==> images/io_placement.png <==
Pins as bars across the die edge, other pins in gray.
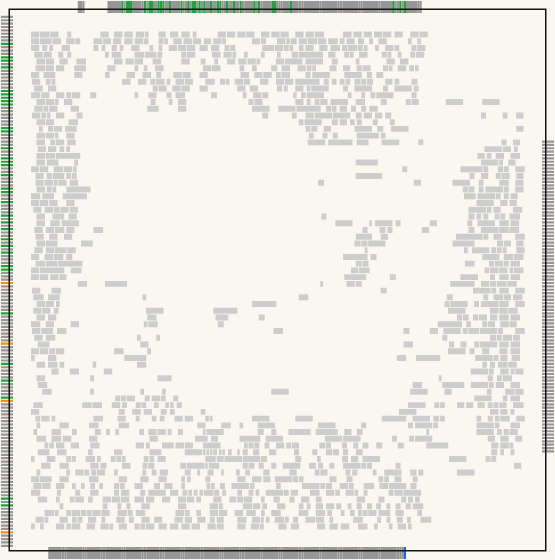
==> images/cell_density.png <==
22 x 22 tiles, from white (low) to dark blue (high), 0 to 100% covered.
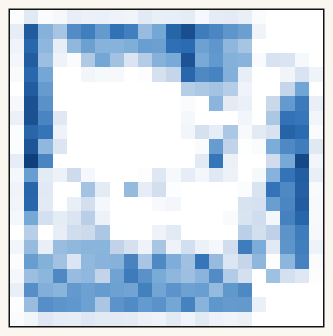
==> images/placement.png <==
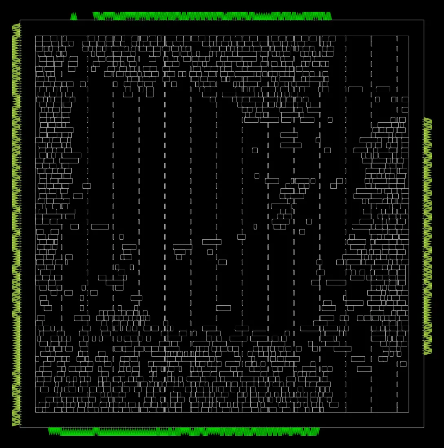
<file path="config.mk">
export PLATFORM = sky130hd
export DESIGN_NAME = regfile_access_ctrl_flat
export DESIGN_NICKNAME = d
export VERILOG_FILES = /design/src/rtl/regfile_ctrl_pkg.sv /design/src/rtl/regfile_access_ctrl_if.sv /design/src/rtl/regfile_access_ctrl.sv /design/src/flat_wrapper.sv
export SDC_FILE = /design/constraint.sdc
export NUM_CORES = 1
export LEC_CHECK = 0
export CAP_MARGIN = 20
export CORE_AREA = 8 8 208 210
export DETAILED_ROUTE_END_ITERATION = 8
export DIE_AREA = 0 0 216 218
export GPL_TIMING_DRIVEN = 1
export SLEW_MARGIN = 10
export SYNTH_ARGS = -nofsm -noshare
export SYNTH_HDL_FRONTEND = slang
export SYNTH_SLANG_ARGS = --single-unit
</file>
<file path="constraint.sdc">
create_clock -name clk -period 2 [get_ports clk]
set_input_delay 0.5 -clock clk [delete_from_list [all_inputs] [get_ports clk]]
set_output_delay 0.5 -clock clk [all_outputs]
set_load 0.01 [all_outputs]
</file>
<file path="src/rtl/regfile_ctrl_pkg.sv">
// regfile_ctrl_pkg: shared types and constants for the GPR file access controller
package regfile_ctrl_pkg;
   localparam int NUM_REGS = 10;
   typedef enum logic {CLEAR, IDLE} state_t;
   typedef enum logic [1:0] {
      NO_EXCEPTION = 2'd0,
      INVALID_DST  = 2'd1,
      INVALID_SRC  = 2'd2
   } reg_exc_t;
endpackage

</file>
<file path="src/rtl/regfile_access_ctrl_if.sv">
// regfile_access_ctrl_if: host/debug request-response port of the GPR file controller
interface regfile_access_ctrl_if #(parameter int DATA_W = 64);
   logic              req_valid;
   logic              req_ready;
   logic              req_write;
   logic [3:0]        req_idx;
   logic [DATA_W-1:0] req_wdata;
   logic              rsp_valid;
   logic [DATA_W-1:0] rsp_rdata;
   logic              rsp_err;
   modport master (output req_valid, req_write, req_idx, req_wdata,
                   input  req_ready, rsp_valid, rsp_rdata, rsp_err);
   modport slave  (input  req_valid, req_write, req_idx, req_wdata,
                   output req_ready, rsp_valid, rsp_rdata, rsp_err);
endinterface

</file>
<file path="src/rtl/regfile_access_ctrl.sv">
// regfile_access_ctrl: shares the GPR file ports between core and host, with a sequential zeroing pass
module regfile_access_ctrl #(
   parameter int NUM_REGS = regfile_ctrl_pkg::NUM_REGS,
   parameter int DATA_W   = 64
) (
   input  logic                 clk,
   input  logic                 reset,
   input  logic                 core_active,
   input  logic [3:0]           core_dst,
   input  logic [3:0]           core_src,
   input  logic [DATA_W-1:0]    core_wdata,
   input  logic                 core_we,
   output logic [DATA_W-1:0]    core_dstRead,
   output logic [DATA_W-1:0]    core_srcRead,
   output logic [1:0]           core_exc,
   output logic                 core_stall,
   regfile_access_ctrl_if.slave host,
   input  logic                 clear_start,
   output logic                 clear_busy,
   output logic [3:0]           rf_dst,
   output logic [3:0]           rf_src,
   output logic [DATA_W-1:0]    rf_dstWrite,
   output logic                 rf_writeEnable,
   input  logic [DATA_W-1:0]    rf_dstRead,
   input  logic [DATA_W-1:0]    rf_srcRead,
   input  logic [1:0]           rf_exc
);
   import regfile_ctrl_pkg::*;

   localparam logic [3:0] LAST = 4'(NUM_REGS - 1);

   state_t            state, state_nx;
   logic [3:0]        clear_cnt;
   logic              rsp_valid_q, rsp_err_q;
   logic [DATA_W-1:0] rsp_rdata_q;
   logic              idx_ok, accept;

   assign idx_ok = host.req_idx <= LAST;
   assign accept = host.req_valid && host.req_ready;

   // Reset gates every write so the first zero write lands only after release
   always_comb begin
      state_nx       = state;
      rf_dst         = '0;
      rf_src         = '0;
      rf_dstWrite    = '0;
      rf_writeEnable = 1'b0;
      core_dstRead   = '0;
      core_srcRead   = '0;
      core_exc       = NO_EXCEPTION;
      host.req_ready = 1'b0;
      if (state == CLEAR) begin
         rf_dst         = clear_cnt;
         rf_writeEnable = !reset;
         state_nx       = (clear_cnt == LAST) ? IDLE : CLEAR;
      end else if (core_active) begin
         rf_dst         = core_dst;
         rf_src         = core_src;
         rf_dstWrite    = core_wdata;
         rf_writeEnable = core_we && !reset;
         core_dstRead   = rf_dstRead;
         core_srcRead   = rf_srcRead;
         core_exc       = rf_exc;
         state_nx       = clear_start ? CLEAR : IDLE;
      end else begin
         host.req_ready = !reset;
         rf_dst         = host.req_idx;
         rf_src         = host.req_idx;
         rf_dstWrite    = host.req_wdata;
         rf_writeEnable = host.req_valid && host.req_write && idx_ok && !reset;
         state_nx       = clear_start ? CLEAR : IDLE;
      end
   end

   always_ff @(posedge clk) begin
      if (reset) begin
         state       <= CLEAR;
         clear_cnt   <= '0;
         rsp_valid_q <= 1'b0;
         rsp_err_q   <= 1'b0;
         rsp_rdata_q <= '0;
      end else begin
         state       <= state_nx;
         clear_cnt   <= (state == CLEAR && clear_cnt != LAST) ? clear_cnt + 4'd1 : '0;
         rsp_valid_q <= accept;
         rsp_err_q   <= accept && !idx_ok;
         rsp_rdata_q <= (accept && !host.req_write && idx_ok) ? rf_dstRead : '0;
      end
   end

   assign clear_busy     = reset || state == CLEAR;
   assign core_stall     = clear_busy;
   assign host.rsp_valid = rsp_valid_q && !reset;
   assign host.rsp_err   = rsp_err_q && !reset;
   assign host.rsp_rdata = reset ? '0 : rsp_rdata_q;
endmodule

</file>
<file path="src/flat_wrapper.sv">
// flat-port wrapper written by rule: the top's interface ports become plain ports
module regfile_access_ctrl_flat import regfile_ctrl_pkg::*;
#(
   parameter int NUM_REGS = regfile_ctrl_pkg::NUM_REGS,
   parameter int DATA_W   = 64
)
  (clk, reset, core_active, core_dst, core_src, core_wdata, core_we, core_dstRead, core_srcRead, core_exc, core_stall, clear_start, clear_busy, rf_dst, rf_src, rf_dstWrite, rf_writeEnable, rf_dstRead, rf_srcRead, rf_exc, host_req_valid, host_req_write, host_req_idx, host_req_wdata, host_req_ready, host_rsp_valid, host_rsp_rdata, host_rsp_err);
  regfile_access_ctrl_if #(.DATA_W(DATA_W)) host_i ();
  input  logic clk;
  input  logic reset;
  input  logic core_active;
  input  logic [3:0] core_dst;
  input  logic [3:0] core_src;
  input  logic [DATA_W-1:0] core_wdata;
  input  logic core_we;
  output logic [DATA_W-1:0] core_dstRead;
  output logic [DATA_W-1:0] core_srcRead;
  output logic [1:0] core_exc;
  output logic core_stall;
  input  logic clear_start;
  output logic clear_busy;
  output logic [3:0] rf_dst;
  output logic [3:0] rf_src;
  output logic [DATA_W-1:0] rf_dstWrite;
  output logic rf_writeEnable;
  input  logic [DATA_W-1:0] rf_dstRead;
  input  logic [DATA_W-1:0] rf_srcRead;
  input  logic [1:0] rf_exc;
  input wire logic [$bits(host_i.req_valid)-1:0] host_req_valid;
  input wire logic [$bits(host_i.req_write)-1:0] host_req_write;
  input wire logic [$bits(host_i.req_idx)-1:0] host_req_idx;
  input wire logic [$bits(host_i.req_wdata)-1:0] host_req_wdata;
  output wire logic [$bits(host_i.req_ready)-1:0] host_req_ready;
  output wire logic [$bits(host_i.rsp_valid)-1:0] host_rsp_valid;
  output wire logic [$bits(host_i.rsp_rdata)-1:0] host_rsp_rdata;
  output wire logic [$bits(host_i.rsp_err)-1:0] host_rsp_err;
  assign host_i.req_valid = host_req_valid;
  assign host_i.req_write = host_req_write;
  assign host_i.req_idx = host_req_idx;
  assign host_i.req_wdata = host_req_wdata;
  assign host_req_ready = host_i.req_ready;
  assign host_rsp_valid = host_i.rsp_valid;
  assign host_rsp_rdata = host_i.rsp_rdata;
  assign host_rsp_err = host_i.rsp_err;
  regfile_access_ctrl #(.NUM_REGS(NUM_REGS), .DATA_W(DATA_W)) u_core (.clk(clk), .reset(reset), .core_active(core_active), .core_dst(core_dst), .core_src(core_src), .core_wdata(core_wdata), .core_we(core_we), .core_dstRead(core_dstRead), .core_srcRead(core_srcRead), .core_exc(core_exc), .core_stall(core_stall), .host(host_i), .clear_start(clear_start), .clear_busy(clear_busy), .rf_dst(rf_dst), .rf_src(rf_src), .rf_dstWrite(rf_dstWrite), .rf_writeEnable(rf_writeEnable), .rf_dstRead(rf_dstRead), .rf_srcRead(rf_srcRead), .rf_exc(rf_exc));
endmodule
</file>
==> reports/results.ini <==
[final_layout]
antennaDiodeCount = 2
clockNetworkAreaShare_pct = 2.69
multiInputGateArea_um2 = 3360
final_instance_area_um2 = 12100
layout_nets = 1468
largest_register_ffs = 64
sequential_cell_area_um2 = 1430
layout.cells.most_common_list = clkdlybuf4s50_1, nor2b_1, and3_1
post_route_cells_drive_above_1_share_pct = 34.1
most_frequently_placed_logic_cell_in_the_final_layout = clkdlybuf4s50_1
final-instance-count-excl-fill = 1728
regMostFlops = u_core.rsp_rdata_q
logic_gates = 436
dominant-cell-class = buffers
combAreaFraction_pct = 27.8
area_growth_pct = 161
buffers_excl_clock = 669
layout_top_registers = u_core.rsp_rdata_q: 64 flops, u_core.clear_cnt: 4 flops

[power_and_ir_drop]
sw_frac_of_total_pct = 22.2
share_clk_of_total_power_pct = 41.9
power.net_switching_w = 0.000933
p_per_area_nw_per_um2 = 346
ir_drop_mv = 0.378
comb_power_share_pct = 24.1
top_power_group = clock
p_int_w = 0.00326
power.share.sequential_pct = 34.0
totalPowerFinal_w = 0.00419

[critical_path]
critical-path-max-stage-delay_ns = 0.35
rr_startpoint = u_core.state
critical_path.n_buffers_inverters = 6
crit_path_top_delay_cell = dfxtp_4
critical-path-top-delay-family = buffers and inverters
worstPathArrival_ns = 1.61
worst_setup_path_end_kind = output port
cp-endpoint = rf_dstWrite[8]
critical_path.cell_chain = buf_12, buf_8, buf_12, buf_12, buf_16, nor2b_4, buf_6
crit-reg2reg-capture = u_core.rsp_rdata_q[47]
worst-path-stages = 7
critical_path.startpoint_type = register
setup.worst_path.start = u_core.state
reg2reg_depth = 8
crit_fanout = 7
timing.setup.critical_path_class = register to output port
path_common_cell = buf_12

[global_routing]
grt_first_pass_wirelength_um = 48300
grt_use_total_pct = 13.6
grt_use_met3_pct = 6.14
grt_overflow = 0
grt_max_degree = 31
number_of_antenna_violations_at_the_first_check_in_global_routing = 8

[final_timing]
max_freq_mhz = 474
setup_ws_ns = -0.109
final.period_utilization_pct = 105
worst_setup_skew_after_layout_ns = 0.00948
tns_ns = -2.26
max_slew.worst_pin.slew_ns = 0.406
slew_violations = 0
hold_viol = 0
finalHoldWorstSlack_ns = 0.478
finalSetupViolCount = 27
rsz0062_at_grt = true
fin_crit_ns = 2.11

[synth]
post-synth-top-count-cell = nor2b_1
flip_flop_and_latch_count_after_synthesis = 71
seq_area_frac_synth_pct = 30.6
synth.logic.top_family = simple AND/OR/NAND/NOR gates
top_area_cell = dfxtp_1
ys_area_um2 = 4650
synth.cells.most_frequent = nor2b_1, and3_1, dfxtp_1
synth_area_um2 = 4650
synthMuxAreaShare_pct = 13.8
number_of_cell_instances_after_yosys_synthesis = 569
complex_gates_by_area_pct = 1.75
ys_sh_simple_pct = 47.4
top_cells_area = dfxtp_1, nor2b_1, and3_1
floorplan.nets = 848
edf_count = 0
post-synth-top-area-fraction_pct = 30.6
post_synth_inst_count = 569
synth.lib_cells_used.distinct = 24
adder_share_pct = 0.539
synthesis.area_per_instance_um2 = 8.17
synthesis.yosys.warnings = 0

[cts]
cts_tree = built
cts.reportedPaths.clkPinSlew_ns = 0.06
cts_repair_resize_count = 774
cts_setup_buffers = 29
clkSinkCount = 71
holdBufCountCts = 0
cts_made_buffers = 9
worst_skew_pair.late_latency_ns = 0.34

[routing]
firstDrtPassIters = 4
viasPerCell = 3.76
count_of_vias_placed_by_the_detailed_router = 6494
top_signal_layer_used = met5
finalWirelength_um = 34700
met2WireLength_um = 17400
route.detailed.wl_per_inst_um = 20.1
route.detailed.drc = 0
met3WireLength_um = 3670

[run_status]
outcome = complete, but fails checks
violations = setup timing

[hold_path]
worst_hold_path.endpoint = u_core.clear_cnt[0]
min_delay_path_depth = 1
hold_path.startpoint = u_core.clear_cnt[0]

[place]
gp_congestion = 0.860
dpl.cell_count = 1668
dp_wirelength_um = 26400

[run]
log_warnings = 29
timing.max_cap.violations = 0

[die]
chip_area_um2 = 47100
tapCellCount = 532

-- io_placement.png (at the start) --
legend:
  orange:
    port: host_req_idx
    pins: 4
    direction: input
    edge: left
  blue:
    port: clear_busy
    pins: 1
    direction: output
    edge: bottom
  green:
    port: host_req_wdata
    pins: 64
    direction: input
    edge: 33 left, 31 top
all pins by edge: 158 left, 157 bottom, 141 top, 93 right
die width: 216 um
Die Y-Extent: 218 um
number of buffer cells added on primary ports: 548

-- cell_density.png (at the start) --
fullest tile: 94%
tiles over 75% full: 5.0%
emptiest ninth of the die: middle
nearly empty tiles: 30%
core utilization of the finished layout: 30.1%
floorplan-stage core utilization: 11.6%
core region area: 40200 um^2

-- placement.png (at the start) --
sequential cell count: 71
sequential share of cell area: 11.8%
# rows: 74

